==> config.mk <==
export PLATFORM = sky130hd
export DESIGN_NAME = multi_mode_flip_flop_bank
export DESIGN_NICKNAME = d
export VERILOG_FILES = /design/src/rtl/multi_mode_flip_flop_bank.sv
export SDC_FILE = /design/constraint.sdc
export NUM_CORES = 1
export LEC_CHECK = 0
export CAP_MARGIN = 20
export CELL_PAD_IN_SITES_DETAIL_PLACEMENT = 0
export CELL_PAD_IN_SITES_GLOBAL_PLACEMENT = 1
export CORE_MARGIN = 4
export CORE_UTILIZATION = 38
export CTS_BUF_LIST = sky130_fd_sc_hd__clkbuf_8
export DETAILED_ROUTE_END_ITERATION = 10
export GPL_ROUTABILITY_DRIVEN = 0
export PLACE_DENSITY = 0.94
export SLEW_MARGIN = 20
export SYNTH_ARGS = -nofsm -noshare
export SYNTH_HDL_FRONTEND = slang
export SYNTH_SLANG_ARGS = --single-unit
export TNS_END_PERCENT = 10
==> constraint.sdc <==
create_clock -name clk -period 4.9 [get_ports clk]
set_input_delay 0.49 -clock clk [delete_from_list [all_inputs] [get_ports clk]]
set_output_delay 0.49 -clock clk [all_outputs]
set_load 0.01 [all_outputs]
==> src/rtl/multi_mode_flip_flop_bank.sv <==
// WIDTH-bit register bank whose bits behave as D, T, JK or SR flip-flops under a
// shared run-time mode, plus left/right shift and an up-counter mode.
module multi_mode_flip_flop_bank #(
  parameter int                WIDTH       = 8,
  parameter logic [WIDTH-1:0]  RESET_VALUE = '0
) (
  input  logic             clk,
  input  logic             rst,
  input  logic             en,
  input  logic [2:0]       mode,
  input  logic [WIDTH-1:0] a,
  input  logic [WIDTH-1:0] b,
  input  logic             ser_in,
  output logic [WIDTH-1:0] q,
  output logic             ser_out,
  output logic             wrap,
  output logic             sr_conflict
);

  localparam logic [2:0] MODE_HOLD  = 3'b000;
  localparam logic [2:0] MODE_D     = 3'b001;
  localparam logic [2:0] MODE_T     = 3'b010;
  localparam logic [2:0] MODE_JK    = 3'b011;
  localparam logic [2:0] MODE_SR    = 3'b100;
  localparam logic [2:0] MODE_SHL   = 3'b101;
  localparam logic [2:0] MODE_SHR   = 3'b110;
  localparam logic [2:0] MODE_COUNT = 3'b111;

  logic [WIDTH-1:0] q_next;
  logic             ser_next;
  logic             wrap_next;
  logic             conflict_next;
  logic [WIDTH-1:0] sr_set;
  logic [WIDTH-1:0] sr_clr;

  // In SR mode a bit with S=R=1 is in neither mask, so it holds.
  assign sr_set = a & ~b;
  assign sr_clr = ~a & b;

  always_comb begin
    q_next        = q;
    ser_next      = ser_out;
    wrap_next     = 1'b0;
    conflict_next = 1'b0;
    if (en) begin
      case (mode)
        MODE_HOLD:  q_next = q;
        MODE_D:     q_next = a;
        MODE_T:     q_next = q ^ a;
        MODE_JK:    q_next = (a & ~q) | (~b & q);
        MODE_SR: begin
          q_next        = (q & ~sr_clr) | sr_set;
          conflict_next = |(a & b);
        end
        MODE_SHL: begin
          q_next   = {q[WIDTH-2:0], ser_in};
          ser_next = q[WIDTH-1];
        end
        MODE_SHR: begin
          q_next   = {ser_in, q[WIDTH-1:1]};
          ser_next = q[0];
        end
        MODE_COUNT: begin
          q_next    = q + WIDTH'(1);
          wrap_next = &q;
        end
        default:    q_next = q;
      endcase
    end
  end

  always_ff @(posedge clk) begin
    if (!rst) begin
      q           <= RESET_VALUE;
      ser_out     <= 1'b0;
      wrap        <= 1'b0;
      sr_conflict <= 1'b0;
    end else begin
      q           <= q_next;
      ser_out     <= ser_next;
      wrap        <= wrap_next;
      sr_conflict <= conflict_next;
    end
  end

endmodule
==> run_results.csv <==
group,metric,value,unit
critical_path,cp.arrival,2.73,ns
clocking,cts_resized,0,
critical_path,r2r-end,"q[4]",
die,design.core.area,3340,sq um
flow_run,tool_warnings,26,
die,nWellTaps,46,
critical_path,crit_slowest_cell,"clkdlybuf4s50_1",
critical_path,worst_setup_path_start_kind,"input pin",
die,die.size.y,66.6,um
layout,largest_reg_flops,8,
critical_path,crit_end,"q[7]",
synth,logic_family,"AND-OR/OR-AND gates",
layout,fin_util,48.7,%
routing,wl_per_cell,16.4,um
final_timing,relSlewSlack,38.2,%
placed_design,dp_hpwl,2870,um
placed_design,place_area,1580,sq um
power,comb_power_share,35.9,%
final_timing,drv_slew,0,
power,power_frac_clock,29.1,%
power,fin_total_pwr,0.313,mW
layout,combGateArea,942,sq um
grt,antenna_found_initial,0,
power,power_leader,"combinational cells",
final_timing,holdWs,0.585,ns
synth,numSynthFlops,11,
critical_path,crit_fanout,18,
power,ir_drop,0.0000601,V
status,status,"finished clean",
worst_hold_path,min_to,"wrap",
synth,synthTopCellsByCount,"21 x nand2_1, 11 x a21oi_1, 11 x dfxtp_1",
layout,regArea,220,sq um
==> cells in the final DEF, fill, tap and decap left out, types with 3 or more instances in the layout <==
cell type	instances
nand2_1	21
xnor2_1	3
mux2i_1	4
mux2_2	3
a221oi_1	4
nand2b_1	4
clkbuf_8	3
o22ai_1	9
clkdlybuf4s50_1	33
a211oi_1	3
a22oi_1	4
nor2b_1	6
and3_1	4
dfxtp_1	11
nor2_1	5
a21oi_1	11
o21ai_1	4
inv_1	7
nor3_1	3
a22o_1	4
o21ai_0	8
a221o_1	3
o31a_1	3
nand3_1	9
==> metal layers <==
layer	global-route usage, %	part of all wire [%]	vias up	wire (um)
met5	0	0	-	0
met4	5.33	1.6	0	65
met3	1.69	7.8	6	315
met2	28.3	45	71	1830
met1	27.0	45	700	1830
li1	-	-	725	-
met1.png
Supply wires on this layer in gray.
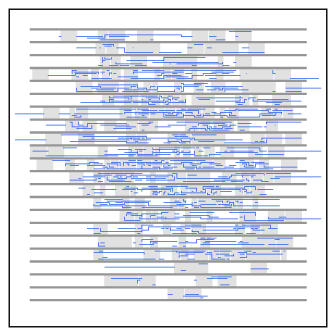
197 nets have wire on it. The layer holds 45% of the routed length. The wires run mostly horizontal. The layer carries 1830 um of wire.

drive_strength.png
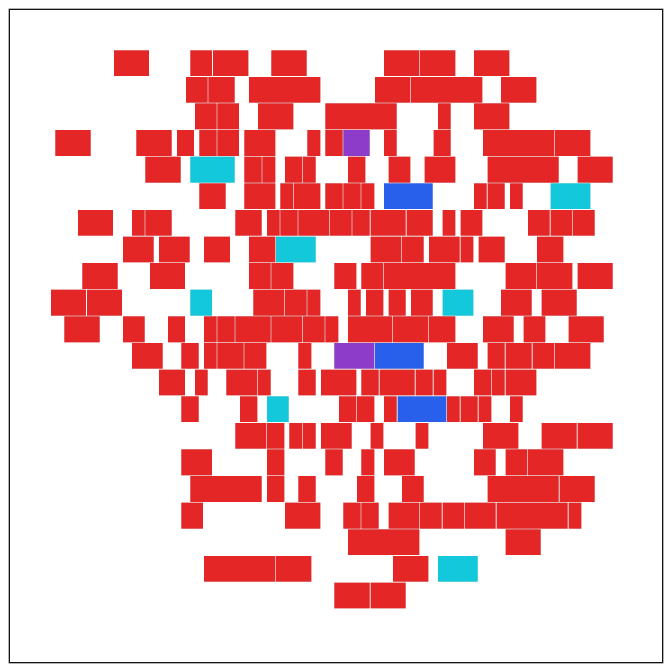
drive 3 to 4: drawn in purple, cells 2. drive 2: drawn in cyan, cells 7. drive 6 and up: drawn in blue, cells 3. drive 1 or less: drawn in red, cells 188.

clock_map.png
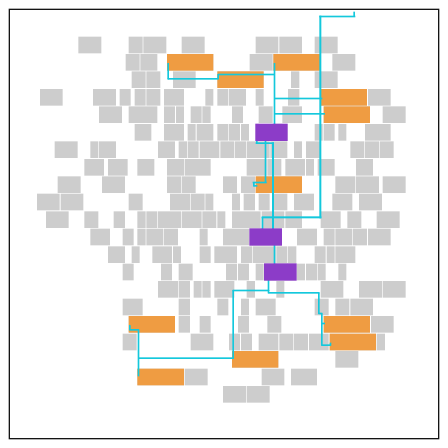
clock wires: drawn in cyan, length 200 um. flip-flops: drawn in orange, count 11. cells driving clock nets: drawn in purple, count 3.
There are 4 routed clock nets.

Power is estimated from default activity; no workload was simulated.
